[src/rtl/lsu_pkg.sv]
// lsu_pkg: shared widths, access-size encodings, FSM state type and the
// alignment rule for the load/store unit.
package lsu_pkg;

    localparam int unsigned ADDR_W = 8;
    localparam int unsigned DATA_W = 32;
    localparam int unsigned HALF_W = 16;
    localparam int unsigned BYTE_W = 8;

    localparam logic [1:0] SZ_BYTE = 2'b00;
    localparam logic [1:0] SZ_HALF = 2'b01;
    localparam logic [1:0] SZ_WORD = 2'b10;
    localparam logic [1:0] SZ_ILL  = 2'b11;

    typedef enum logic [1:0] {
        IDLE   = 2'd0,
        RMW_RD = 2'd1,
        RMW_WR = 2'd2
    } lsu_state_e;

    // True when the access cannot be served: unaligned halfword/word or the illegal size.
    function automatic logic is_misaligned(input logic [1:0] size, input logic [1:0] offset);
        logic bad;
        case (size)
            SZ_BYTE: bad = 1'b0;
            SZ_HALF: bad = offset[0];
            SZ_WORD: bad = (offset != 2'b00);
            default: bad = 1'b1;
        endcase
        return bad;
    endfunction

endpackage

[src/rtl/lsu_if.sv]
// lsu_if: core request/response channel plus data-memory port of the LSU.
//   slave  : LSU side (takes requests, drives responses and memory strobes)
//   master : core/memory side (drives requests and mem_rdata)
interface lsu_if;

    logic                         req_valid;
    logic                         req_ready;
    logic                         req_write;
    logic [1:0]                   req_size;
    logic                         req_unsigned;
    logic [lsu_pkg::ADDR_W-1:0]   req_addr;
    logic [lsu_pkg::DATA_W-1:0]   req_wdata;

    logic                         rsp_valid;
    logic [lsu_pkg::DATA_W-1:0]   rsp_rdata;
    logic                         rsp_err;

    logic [lsu_pkg::ADDR_W-1:0]   mem_addr;
    logic [lsu_pkg::DATA_W-1:0]   mem_wdata;
    logic [lsu_pkg::DATA_W-1:0]   mem_rdata;
    logic                         mem_read;
    logic                         mem_write;

    modport slave (
        input  req_valid, req_write, req_size, req_unsigned, req_addr, req_wdata, mem_rdata,
        output req_ready, rsp_valid, rsp_rdata, rsp_err,
        output mem_addr, mem_wdata, mem_read, mem_write
    );

    modport master (
        output req_valid, req_write, req_size, req_unsigned, req_addr, req_wdata, mem_rdata,
        input  req_ready, rsp_valid, rsp_rdata, rsp_err,
        input  mem_addr, mem_wdata, mem_read, mem_write
    );

endinterface

[src/rtl/lsu_lane_align.sv]
// lsu_lane_align: combinational little-endian lane handling.
//   ld_*  : pick byte/halfword lane out of a memory word and extend it -> ld_data_c
//   st_*  : replace the target lane of a memory word with store data -> st_word_c
// Build option: LSU_SIGN_EXT_EN enables sign extension when ld_unsigned=0;
// without it every load zero-extends and ld_unsigned is ignored.
module lsu_lane_align
    import lsu_pkg::*;
(
    input  logic [DATA_W-1:0] ld_word,
    input  logic [1:0]        ld_offset,
    input  logic [1:0]        ld_size,
    input  logic              ld_unsigned,
    output logic [DATA_W-1:0] ld_data_c,

    input  logic [DATA_W-1:0] st_word,
    input  logic [1:0]        st_offset,
    input  logic [1:0]        st_size,
    input  logic [HALF_W-1:0] st_data,
    output logic [DATA_W-1:0] st_word_c
);

    logic              sext_c;
    logic [BYTE_W-1:0] ld_byte_c;
    logic [HALF_W-1:0] ld_half_c;

`ifdef LSU_SIGN_EXT_EN
    assign sext_c = ~ld_unsigned;
`else
    logic unused_unsigned;
    assign unused_unsigned = ld_unsigned;
    assign sext_c          = 1'b0;
`endif

    // Load lane extract and extend.
    always_comb begin
        ld_byte_c = ld_word[{ld_offset, 3'b000} +: BYTE_W];
        ld_half_c = ld_word[{ld_offset[1], 4'b0000} +: HALF_W];
        case (ld_size)
            SZ_BYTE: ld_data_c = {{(DATA_W-BYTE_W){sext_c & ld_byte_c[BYTE_W-1]}}, ld_byte_c};
            SZ_HALF: ld_data_c = {{(DATA_W-HALF_W){sext_c & ld_half_c[HALF_W-1]}}, ld_half_c};
            default: ld_data_c = ld_word;
        endcase
    end

    // Store lane merge; only byte/halfword reach the read-modify-write path.
    always_comb begin
        st_word_c = st_word;
        case (st_size)
            SZ_BYTE: st_word_c[{st_offset, 3'b000} +: BYTE_W]    = st_data[BYTE_W-1:0];
            SZ_HALF: st_word_c[{st_offset[1], 4'b0000} +: HALF_W] = st_data;
            default: st_word_c = st_word;
        endcase
    end

endmodule

[src/rtl/load_store_unit.sv]
// load_store_unit: byte/halfword/word load-store unit in front of a word-wide
// data memory. Loads and word stores complete in one cycle; byte/halfword
// stores run a read-modify-write (IDLE -> RMW_RD -> RMW_WR).
//   clk, reset : clock, synchronous active-high reset
//   bus        : lsu_if.slave (req_*, rsp_*, mem_*)
// Build option: LSU_SIGN_EXT_EN (see lsu_lane_align) selects sign extension.
module load_store_unit
    import lsu_pkg::*;
(
    input  logic  clk,
    input  logic  reset,
    lsu_if.slave  bus
);

    lsu_state_e        state_q, state_d;
    logic [ADDR_W-1:0] addr_q, addr_d;
    logic [1:0]        size_q, size_d;
    logic [HALF_W-1:0] data_q, data_d;
    logic [DATA_W-1:0] word_q, word_d;

    logic              rsp_valid_q, rsp_valid_d;
    logic              rsp_err_q, rsp_err_d;
    logic [DATA_W-1:0] rsp_rdata_q, rsp_rdata_d;

    logic              accept_c;
    logic              misaligned_c;
    logic              mem_read_c, mem_write_c;
    logic [ADDR_W-1:0] mem_addr_c;
    logic [DATA_W-1:0] mem_wdata_c;
    logic [DATA_W-1:0] ld_data_c, st_word_c;

    lsu_lane_align u_align (
        .ld_word     (bus.mem_rdata),
        .ld_offset   (bus.req_addr[1:0]),
        .ld_size     (bus.req_size),
        .ld_unsigned (bus.req_unsigned),
        .ld_data_c   (ld_data_c),
        .st_word     (word_q),
        .st_offset   (addr_q[1:0]),
        .st_size     (size_q),
        .st_data     (data_q),
        .st_word_c   (st_word_c)
    );

    assign bus.req_ready = (state_q == IDLE) && !reset;
    assign accept_c      = bus.req_valid && bus.req_ready;
    assign misaligned_c  = is_misaligned(bus.req_size, bus.req_addr[1:0]);

    // Strobes are forced low during reset so an abandoned RMW never writes.
    assign bus.mem_read  = mem_read_c && !reset;
    assign bus.mem_write = mem_write_c && !reset;
    assign bus.mem_addr  = mem_addr_c;
    assign bus.mem_wdata = mem_wdata_c;

    assign bus.rsp_valid = rsp_valid_q;
    assign bus.rsp_err   = rsp_err_q;
    assign bus.rsp_rdata = rsp_rdata_q;

    // Next-state, datapath and strobe decode.
    always_comb begin
        state_d     = state_q;
        addr_d      = addr_q;
        size_d      = size_q;
        data_d      = data_q;
        word_d      = word_q;
        rsp_valid_d = 1'b0;
        rsp_err_d   = 1'b0;
        rsp_rdata_d = '0;
        mem_read_c  = 1'b0;
        mem_write_c = 1'b0;
        mem_addr_c  = {bus.req_addr[ADDR_W-1:2], 2'b00};
        mem_wdata_c = bus.req_wdata;

        case (state_q)
            IDLE: begin
                if (accept_c) begin
                    if (misaligned_c) begin
                        rsp_valid_d = 1'b1;
                        rsp_err_d   = 1'b1;
                    end else if (!bus.req_write) begin
                        mem_read_c  = 1'b1;
                        rsp_valid_d = 1'b1;
                        rsp_rdata_d = ld_data_c;
                    end else if (bus.req_size == SZ_WORD) begin
                        mem_write_c = 1'b1;
                        rsp_valid_d = 1'b1;
                    end else begin
                        addr_d  = bus.req_addr;
                        size_d  = bus.req_size;
                        data_d  = bus.req_wdata[HALF_W-1:0];
                        state_d = RMW_RD;
                    end
                end
            end
            RMW_RD: begin
                mem_addr_c = {addr_q[ADDR_W-1:2], 2'b00};
                mem_read_c = 1'b1;
                word_d     = bus.mem_rdata;
                state_d    = RMW_WR;
            end
            RMW_WR: begin
                mem_addr_c  = {addr_q[ADDR_W-1:2], 2'b00};
                mem_wdata_c = st_word_c;
                mem_write_c = 1'b1;
                rsp_valid_d = 1'b1;
                state_d     = IDLE;
            end
            default: state_d = IDLE;
        endcase
    end

    // State and registered datapath.
    always_ff @(posedge clk) begin
        if (reset) begin
            state_q     <= IDLE;
            addr_q      <= '0;
            size_q      <= SZ_BYTE;
            data_q      <= '0;
            word_q      <= '0;
            rsp_valid_q <= 1'b0;
            rsp_err_q   <= 1'b0;
            rsp_rdata_q <= '0;
        end else begin
            state_q     <= state_d;
            addr_q      <= addr_d;
            size_q      <= size_d;
            data_q      <= data_d;
            word_q      <= word_d;
            rsp_valid_q <= rsp_valid_d;
            rsp_err_q   <= rsp_err_d;
            rsp_rdata_q <= rsp_rdata_d;
        end
    end

endmodule

[src/flat_wrapper.sv]
// flat-port wrapper written by rule: the top's interface ports become plain ports
module load_store_unit_flat import lsu_pkg::*;
  (clk, reset, bus_req_valid, bus_req_write, bus_req_size, bus_req_unsigned, bus_req_addr, bus_req_wdata, bus_mem_rdata, bus_req_ready, bus_rsp_valid, bus_rsp_rdata, bus_rsp_err, bus_mem_addr, bus_mem_wdata, bus_mem_read, bus_mem_write);
  lsu_if bus_i ();
  input  logic clk;
  input  logic reset;
  input wire logic [$bits(bus_i.req_valid)-1:0] bus_req_valid;
  input wire logic [$bits(bus_i.req_write)-1:0] bus_req_write;
  input wire logic [$bits(bus_i.req_size)-1:0] bus_req_size;
  input wire logic [$bits(bus_i.req_unsigned)-1:0] bus_req_unsigned;
  input wire logic [$bits(bus_i.req_addr)-1:0] bus_req_addr;
  input wire logic [$bits(bus_i.req_wdata)-1:0] bus_req_wdata;
  input wire logic [$bits(bus_i.mem_rdata)-1:0] bus_mem_rdata;
  output wire logic [$bits(bus_i.req_ready)-1:0] bus_req_ready;
  output wire logic [$bits(bus_i.rsp_valid)-1:0] bus_rsp_valid;
  output wire logic [$bits(bus_i.rsp_rdata)-1:0] bus_rsp_rdata;
  output wire logic [$bits(bus_i.rsp_err)-1:0] bus_rsp_err;
  output wire logic [$bits(bus_i.mem_addr)-1:0] bus_mem_addr;
  output wire logic [$bits(bus_i.mem_wdata)-1:0] bus_mem_wdata;
  output wire logic [$bits(bus_i.mem_read)-1:0] bus_mem_read;
  output wire logic [$bits(bus_i.mem_write)-1:0] bus_mem_write;
  assign bus_i.req_valid = bus_req_valid;
  assign bus_i.req_write = bus_req_write;
  assign bus_i.req_size = bus_req_size;
  assign bus_i.req_unsigned = bus_req_unsigned;
  assign bus_i.req_addr = bus_req_addr;
  assign bus_i.req_wdata = bus_req_wdata;
  assign bus_i.mem_rdata = bus_mem_rdata;
  assign bus_req_ready = bus_i.req_ready;
  assign bus_rsp_valid = bus_i.rsp_valid;
  assign bus_rsp_rdata = bus_i.rsp_rdata;
  assign bus_rsp_err = bus_i.rsp_err;
  assign bus_mem_addr = bus_i.mem_addr;
  assign bus_mem_wdata = bus_i.mem_wdata;
  assign bus_mem_read = bus_i.mem_read;
  assign bus_mem_write = bus_i.mem_write;
  load_store_unit u_core (.clk(clk), .reset(reset), .bus(bus_i));
endmodule
[config.mk]
export PLATFORM = sky130hd
export DESIGN_NAME = load_store_unit_flat
export DESIGN_NICKNAME = d
export VERILOG_FILES = /design/src/rtl/lsu_pkg.sv /design/src/rtl/lsu_if.sv /design/src/rtl/lsu_lane_align.sv /design/src/rtl/load_store_unit.sv /design/src/flat_wrapper.sv
export SDC_FILE = /design/constraint.sdc
export NUM_CORES = 1
export LEC_CHECK = 0
export CAP_MARGIN = 5
export CORE_MARGIN = 5
export CORE_UTILIZATION = 45
export CTS_BUF_LIST = sky130_fd_sc_hd__clkbuf_8 sky130_fd_sc_hd__clkbuf_16
export CTS_CLUSTER_SIZE = 14
export DETAILED_ROUTE_END_ITERATION = 16
export PLACE_DENSITY = 0.83
export SLEW_MARGIN = 20
export SYNTH_ARGS = -nofsm -noshare
export SYNTH_HDL_FRONTEND = slang
export SYNTH_SLANG_ARGS = --single-unit
export TNS_END_PERCENT = 1
[constraint.sdc]
create_clock -name clk -period 3.2 [get_ports clk]
set_input_delay 0.8 -clock clk [delete_from_list [all_inputs] [get_ports clk]]
set_output_delay 0.8 -clock clk [all_outputs]
set_load 0.02 [all_outputs]
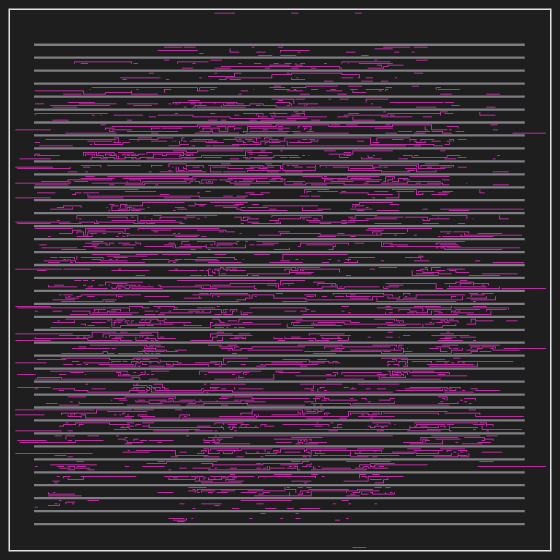
Figure 1: run 1, the metal 1 layer.
Supply wires on this layer in grey.
The longest straight run is 43.7 µm. The layer holds 41% of the routed length. The wires run mostly horizontal. The layer carries 6750 µm of wire. 725 nets have wire on it.

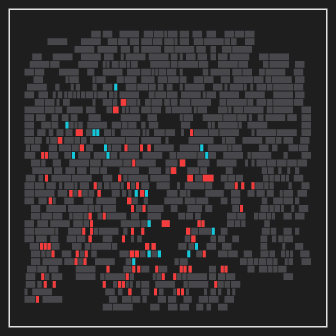
Figure 2: run 1, logic cells by family.
nand cells: in red, cells 84. inv cells: in cyan, cells 18.

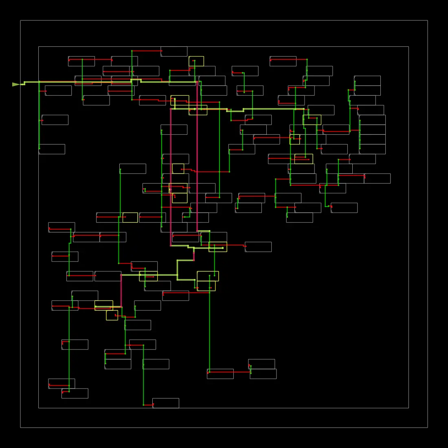
Figure 3: run 1, clock wiring as the flow saved it.
clock buf count: 9
clock network power: 0.799 mW

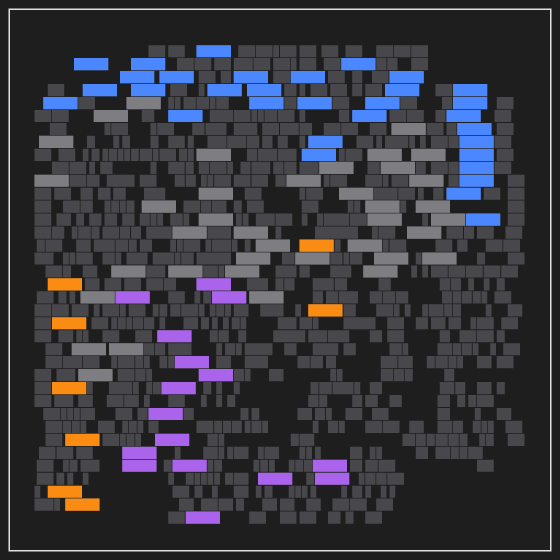
Figure 4: run 1, sequential cells coloured by netlist name.
Other sequential cells in the stronger grey, the rest of the logic in the fainter grey.
u_core.data_q: in purple, flops 16. u_core.addr_q: in orange, flops 8. u_core.bus.rsp_rdata: in blue, flops 32, where a band across the top.
Another 38 sequential cells are not coloured.
Seq. cell area: 1880 µm²
flop share of the area: 0.279

## run 1: registers in the layout (all words and copies together), names as in the netlist
signal                cells
u_core.bus.rsp_err        1
u_core.addr_q             8
u_core.word_q            32
u_core.bus.rsp_rdata     32
u_core.size_q             2
u_core.bus.rsp_valid      1
u_core.data_q            16
u_core.state_q            2
## run 1: logic make-up after synthesis
| family | count (synthesis) | share of synthesized area |
|---|---|---|
| fa+ha+maj | 9 | 0.0234 |
| simple gates | 226 | 0.228 |
| compound gates | 133 | 0.194 |
| buf+inv | 61 | 0.0593 |
| mux | 48 | 0.104 |
| other cells | 1 | 0.000780 |
| flops | 94 | 0.391 |
## run 1: power by group through the flow
stage	Sequential, mW	Clock (mW)	Combinational [mW]
finish	1.43	0.799	1.44
floorplan	1.40	0	0.938
CTS	1.42	0.807	1.43
global route	1.44	0.849	1.56
detailed placement	1.45	0	1.49
global placement	1.45	0	1.46
## run 1: final timing paths
check / to / slack (ns)
worst max-delay path: bus_mem_wdata[27] / 0.07
worst min-delay path: u_core.addr_q[3] / 0.47
worst max register to register: u_core.data_q[14] / 1.31
worst min register to register: u_core.addr_q[3] / 0.47
## run 1: worst max-delay path, cell delays in order (launching register included)
cell	delay [ns]
dfxtp_1	0.35
inv_1	0.11
ha_2	0.24
buf_4	0.14
nor3b_4	0.33
a32o_1	0.23
nand2_1	0.06
a31oi_1	0.17
clkdlybuf4s15_1	0.33
## run 1: cell usage in the layout (no fill, tap or decap), types with 10 or more instances in the layout
master / netlist / layout
nand2_1: 66 / 66
a22oi_1: 15 / 15
nor2b_1: 10 / 10
mux2i_1: 34 / 34
a31oi_1: 10 / 10
buf_4: 6 / 36
dlygate4sd2_1: 0 / 18
a21oi_1: 42 / 42
dfxtp_1: 94 / 94
and2_1: 16 / 16
mux2_2: 14 / 14
nand3_1: 10 / 10
nor2_1: 81 / 80
o22ai_1: 14 / 14
clkdlybuf4s50_1: 0 / 117
a221oi_1: 16 / 16
inv_1: 16 / 16
## run 1: per-layer routing
metal	track usage	vias up
li1	-	2334
met1	0.305	2332
met2	0.413	246
met3	0.0599	35
met4	0.102	0
met5	0	-
## run 1: stage by stage
| step | std cells | setup TNS [ns] |
|---|---|---|
| after global placement | 853 | -0.212 |
| final | 870 | 0 |
| after floorplan | 573 | 0 |
| after global routing | 870 | -0.122 |
| after detailed placement | 853 | -0.241 |
| after CTS | 869 | 0 |
## run 1: cell type report
cell class              instances  area, µm²  area share
multi-input cells             418       2670       0.397
inverters                      18       67.6      0.0100
well taps                     136        170      0.0253
clock buffers                   9        124      0.0184
repair buffers                188       1740       0.259
flip-flops and latches         94       1880       0.279
clock inverters                 7       75.1      0.0111
## run 1: what timing repair did
item                                    4_1_cts  5_1_grt
hold buffers                                  0        0
gates resized                                36       33
buffers inserted                              0        1
endpoints found under the setup margin       34       32
hold endpoints to repair                      0        0
pin swaps                                     0        2
==> flow_summary.yaml, run 1 <==
# yosys + openroad results
outcome:
  status: "finished, final reports clean"
global_route:
  grt_pass1_wl_mm: 25.2
  gr-total-overflow: 0
  grt_pass1_vias: 4846
pwr:
  total_power_mw: 3.67
  power.leakage_nw: 2.58
  pwr-share-comb: 0.393
  powerDensity_nw_per_um2: 545
  p_sw_mw: 1.39
  seqPwrFrac: 0.389
  p_int_mw: 2.28
drt:
  via_per_inst: 5.69
  wl_met3_mm: 1.50
  wirelength_mm: 16.5
placement:
  pre_cts_ws_ns: -0.156
clock_tree:
  numCtsBuffers: 9
  clockBufferDepth: 2
  cts_tree: "done"
worst_setup_path:
  cp-end-kind: "primary output"
  critPathMaxFanout: 8
cells_and_area:
  drive_gt1_frac: 0.127
  n_antenna_cell: 0
die:
  dieArea_um2: 12900
  die_width_um: 113
  row_count: 37
flow_run:
  max_cap_violations: 0
  warning_count: 35
timing:
  hold_viol: 0
  max_freq_mhz: 320
  worst_slack_ns: 0.0724
synth:
  yosysMostFrequentCell: "dfxtp_1"
min_path:
  hp-start: "u_core.addr_q[3]"
  hold_depth: 2
## Run 2: what changed since run 1
--- a/config.mk
+++ b/config.mk
@@ -5,7 +5,6 @@
 export SDC_FILE = /design/constraint.sdc
 export NUM_CORES = 1
 export LEC_CHECK = 0
-export CAP_MARGIN = 5
 export CORE_MARGIN = 5
 export CORE_UTILIZATION = 45
 export CTS_BUF_LIST = sky130_fd_sc_hd__clkbuf_8 sky130_fd_sc_hd__clkbuf_16
==> run 2 against run 1 <==
Total power is the same; critical path depth stayed put; maximum frequency did not move; final cell count unchanged; clock power is essentially flat; combinational power about the same; sequential power about the same; global-route usage stayed put; critical path type unchanged; largest power group unchanged.
==> flow_summary.yaml, run 2 <==
# yosys + openroad results
outcome:
  status: "finished, final reports clean"
die:
  die_width_um: 113
worst_setup_path:
  critPathMaxFanout: 8
  slowest_delay_ns: 0.35
  path_buffers: 3
  rrSetupSlack_ns: 1.31
  cp-end-kind: "primary output"
synth:
  yosysMostFrequentCell: "dfxtp_1"
pwr:
  pwr-share-comb: 0.393
  seqPwrFrac: 0.389
  p_sw_mw: 1.39
  power.leakage_nw: 2.58
  total_power_mw: 3.67
  powerDensity_nw_per_um2: 545
global_route:
  grt_pass1_vias: 4846
  grt_busiest_layer: "met2"
  gr-usage-met3: 0.0599
  use_met2: 0.413
  grt_pass1_wl_mm: 25.2
cells_and_area:
  drive_gt1_frac: 0.127
  finalNonFillerCells: 870
  final_cell_mix: "clkdlybuf4s50_1 (117), dfxtp_1 (94), nor2_1 (80), nand2_1 (66), a21oi_1 (42)"
  lay_top_count: "clkdlybuf4s50_1"
placement:
  pre_cts_ws_ns: -0.156
clock_tree:
  cts_tree: "done"
  clockBufferDepth: 2
drt:
  via_per_inst: 5.69
flow_run:
  warning_count: 35
  max_cap_violations: 0
timing:
  fin_tns_setup_ns: 0
  hold_viol: 0
[run 2: cell counts after synthesis]
Identical to the previous run, type by type.
[run 2: layout make-up]
| type | instances | area, µm² |
|---|---|---|
| multi-input cells | 418 | 2670 |
| clock buffers | 9 | 124 |
| flip-flops and latches | 94 | 1880 |
| inverters | 18 | 67.6 |
| well taps | 136 | 170 |
| repair buffers | 188 | 1740 |
| clock inverters | 7 | 75.1 |
| fillers | 885 | 3630 |
[run 2: worst reg2reg max path, stage by stage (launching register included)]
cell	delay (ns)
dfxtp_1	0.35
inv_1	0.11
ha_1	0.21
and3b_1	0.19
buf_4	0.13
and3_1	0.38
buf_12	0.22
nand2_1	0.08
a21oi_1	0.14
[run 2: repair_timing]
| item | CTS | global route |
|---|---|---|
| buffers inserted | 0 | 1 |
| gates cloned | 0 | 0 |
| resized | 36 | 33 |
| hold buffers | 0 | 0 |
| endpoints found under the setup margin | 34 | 32 |
| pin swaps | 0 | 2 |
[run 2: how the worst min path moves through the flow]
stage                     start               end  slack [ns]  cells after the start
6_report       u_core.addr_q[3]  u_core.addr_q[3]        0.47                      2
3_3_place_gp   u_core.addr_q[2]  u_core.addr_q[2]        0.44                      2
3_5_place_dp   u_core.addr_q[3]  u_core.addr_q[3]        0.45                      2
2_1_floorplan  u_core.addr_q[2]  u_core.addr_q[2]        0.43                      2
5_1_grt        u_core.addr_q[4]  u_core.addr_q[4]        0.49                      2
4_1_cts        u_core.addr_q[3]  u_core.addr_q[3]        0.47                      2
[run 2: logic make-up (layout without fill, tap and decap cells)]
kind of cell / after synthesis / count (layout) / share of synthesized area
AND-OR/OR-AND: 133 / 133 / 0.194
adder cells (fa/ha/maj): 9 / 9 / 0.0234
buffers and inverters: 61 / 222 / 0.0593
flip-flops: 94 / 94 / 0.391
multiplexers: 48 / 48 / 0.104
other: 1 / 2 / 0.000780
AND/OR/NAND/NOR: 226 / 226 / 0.228
[run 2: power by group through the flow]
stage	logic (mW)	registers, mW	clock network (mW)
2_1_floorplan	0.938	1.40	0
6_report	1.44	1.43	0.799
4_1_cts	1.43	1.42	0.807
3_3_place_gp	1.46	1.45	0
5_1_grt	1.56	1.44	0.849
3_5_place_dp	1.49	1.45	0
[run 2: metal layers]
metal,wire length (µm),up-vias
li1,-,2334
met1,6750,2332
met2,7700,246
met3,1500,35
met4,514,0
met5,0,-
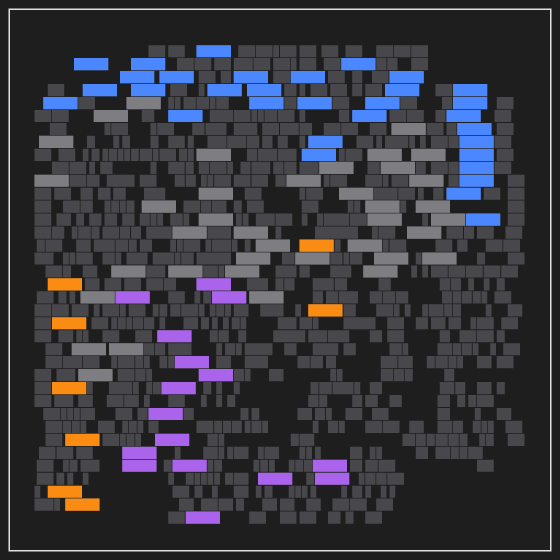
Figure 5: run 2, sequential cells coloured by netlist name.
Other sequential cells in the stronger grey, the rest of the logic in the fainter grey.
u_core.bus.rsp_rdata: in blue, flops 32, where a band across the top. u_core.addr_q: in orange, flops 8. u_core.data_q: in purple, flops 16.
Another 38 sequential cells are not coloured.
Flop+latch power: 1.43 mW
post-layout util: 0.649

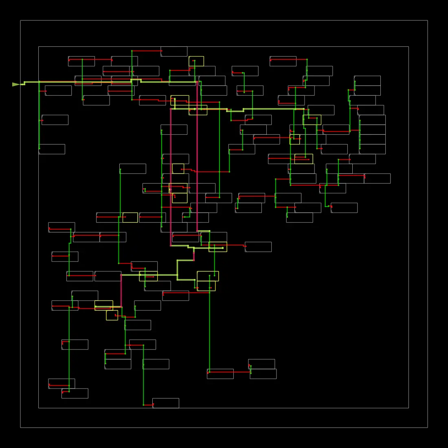
Figure 6: run 2, clock wiring as the flow saved it.
clk sinks: 94
seq_cells: 94

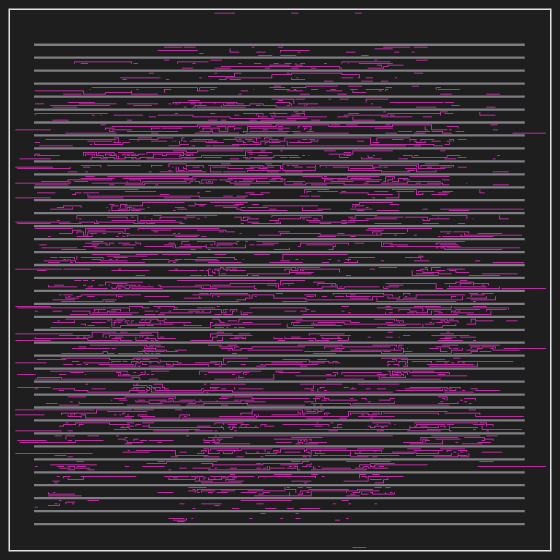
Figure 7: run 2, the metal 1 layer.
Supply wires on this layer in grey.
725 nets have wire on it. The layer holds 41% of the routed length. The wires run mostly horizontal.
DR vias: 4947
drt total wl: 16.5 mm
met1 track demand over resource: 0.305

Figure 8. Power grid (run 2).
Pins as bars on the die edge.
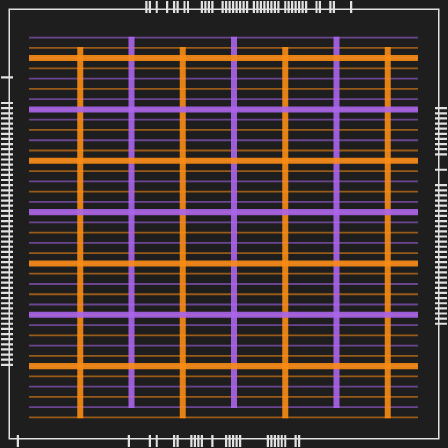

## Run 3: what changed since run 2
--- a/config.mk
+++ b/config.mk
@@ -5,6 +5,7 @@
 export SDC_FILE = /design/constraint.sdc
 export NUM_CORES = 1
 export LEC_CHECK = 0
+export CORE_ASPECT_RATIO = 1.25
 export CORE_MARGIN = 5
 export CORE_UTILIZATION = 45
 export CTS_BUF_LIST = sky130_fd_sc_hd__clkbuf_8 sky130_fd_sc_hd__clkbuf_16
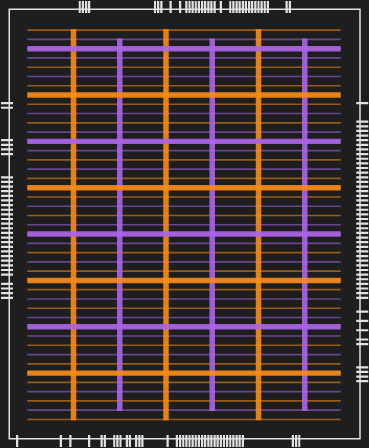
Figure 9: run 3, power grid.
Pins as bars on the die edge.
VSS: in orange. VDD: in purple.
43 met1 rails follow the rows. 156 signal pins sit on the boundary. 8 straps on met5. The core has 42 rows. 6 straps on met4.
Die Ht: 126 µm
maximum VDD drop: 0.428 mV
die width: 102 µm
core area: 10500 µm²

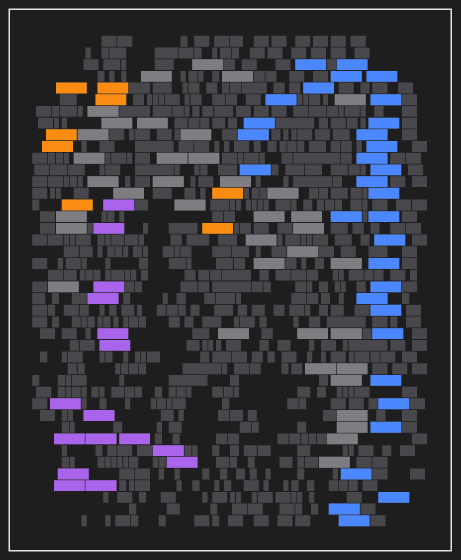
Figure 10: run 3, sequential cells coloured by netlist name.
Other sequential cells in the stronger grey, the rest of the logic in the fainter grey.
u_core.bus.rsp_rdata: in blue, flops 32, where a column on the right. u_core.addr_q: in orange, flops 8, where north-west. u_core.data_q: in purple, flops 16.
Another 38 sequential cells are not coloured.
post-layout util: 0.643
flop share of the area: 0.278

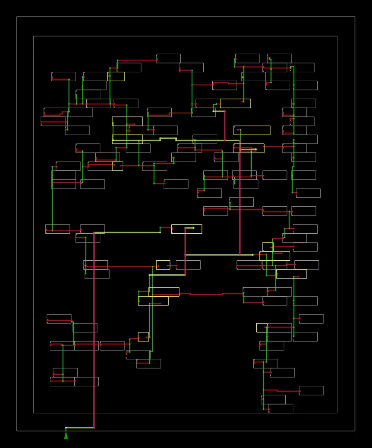
Figure 11: run 3, clock wiring as the flow saved it.
cts bufs inserted: 9
clk latency late pin: 0.34 ns

==> run 3 against run 2 <==
Utilization down 0.64 points; clock skew down 0.011 ns; combinational power about the same; sequential cell count unchanged; first-iteration DRC count down 29%; wire length up 3.8%.
==> flow_summary.yaml, run 3 <==
# yosys + openroad results
outcome:
  status: "finished, final reports clean"
worst_setup_path:
  slowest_delay_ns: 0.33
  critPathMaxFanout: 10
  rrSetupSlack_ns: 1.32
clock_tree:
  ctsHoldBuffers: 0
  cts.sink_count: 94
  clockBufferDepth: 2
synth:
  yosysMostFrequentCell: "dfxtp_1"
global_route:
  grt_pass1_vias: 5002
min_path:
  hold_depth: 2
  min_to: "u_core.addr_q[6]"
  hp-start: "u_core.addr_q[6]"
pwr:
  powerDensity_nw_per_um2: 589
cells_and_area:
  fillers: 944
  drive_gt1_frac: 0.145
  regArea_um2: 1880
timing:
  hold_viol: 0
drt:
  vias: 4983
  wirelength_mm: 17.1
flow_run:
  max_cap_violations: 0
[run 3: cell counts after synthesis]
Identical to the previous run, type by type.
[run 3: power breakdown]
group          internal, mW  switching, mW
clock                 0.640          0.478
sequential             1.30          0.131
combinational         0.661          0.774
total                  2.60           1.38
[run 3: metal layers]
| layer | vias to the layer above | global-route usage | share of wire |
|---|---|---|---|
| li1 | 2337 | - | - |
| met1 | 2352 | 0.325 | 0.39 |
| met2 | 242 | 0.433 | 0.48 |
| met3 | 52 | 0.0496 | 0.078 |
| met4 | 0 | 0.135 | 0.052 |
| met5 | - | 0 | 0 |
[run 3: stage by stage]
stage | worst slack, ns | TNS (ns)
finish | 0.0659 | 0
CTS | -0.222 | -0.222
global placement | -0.0802 | -0.0972
floorplan | 0.303 | 0
global route | -0.0730 | -0.0744
detailed placement | -0.137 | -0.190
[run 3: logic make-up after synthesis]
group                    count (synthesis)  share of synthesized area
AND/OR/NAND/NOR                        226                      0.228
AND-OR/OR-AND                          133                      0.194
buffers and inverters                   61                     0.0593
multiplexers                            48                      0.104
adder cells (fa/ha/maj)                  9                     0.0234
flip-flops                              94                      0.391
other                                    1                   0.000780
[run 3: area by class of cell]
| class | instances | area share |
|---|---|---|
| clock inverter | 6 | 0.0113 |
| timing repair buffer | 186 | 0.246 |
| multi-input combinational | 418 | 0.394 |
| clock buffer | 10 | 0.0354 |
| tap | 132 | 0.0244 |
| sequential | 94 | 0.278 |
| inverter | 18 | 0.0100 |
[run 3: worst max-delay path by stage]
stage | cells past startpoint | from | to
6_report | 9 | u_core.addr_q[0] | bus_mem_wdata[26]
5_1_grt | 9 | u_core.addr_q[0] | bus_mem_wdata[26]
4_1_cts | 8 | u_core.addr_q[0] | bus_mem_wdata[27]
3_5_place_dp | 5 | bus_req_valid | bus_mem_write
3_3_place_gp | 5 | bus_req_addr[0] | bus_mem_write
2_1_floorplan | 9 | u_core.addr_q[0] | bus_mem_wdata[24]
[run 3: worst max-delay path: cells and delay by family (launching register included)]
family | cells | cell delay (ns)
compound gates | 2 | 0.38
buf+inv | 4 | 0.72
fa+ha+maj | 1 | 0.33
flops | 1 | 0.33
simple gates | 2 | 0.24
Power and IR drop assume default switching activity.
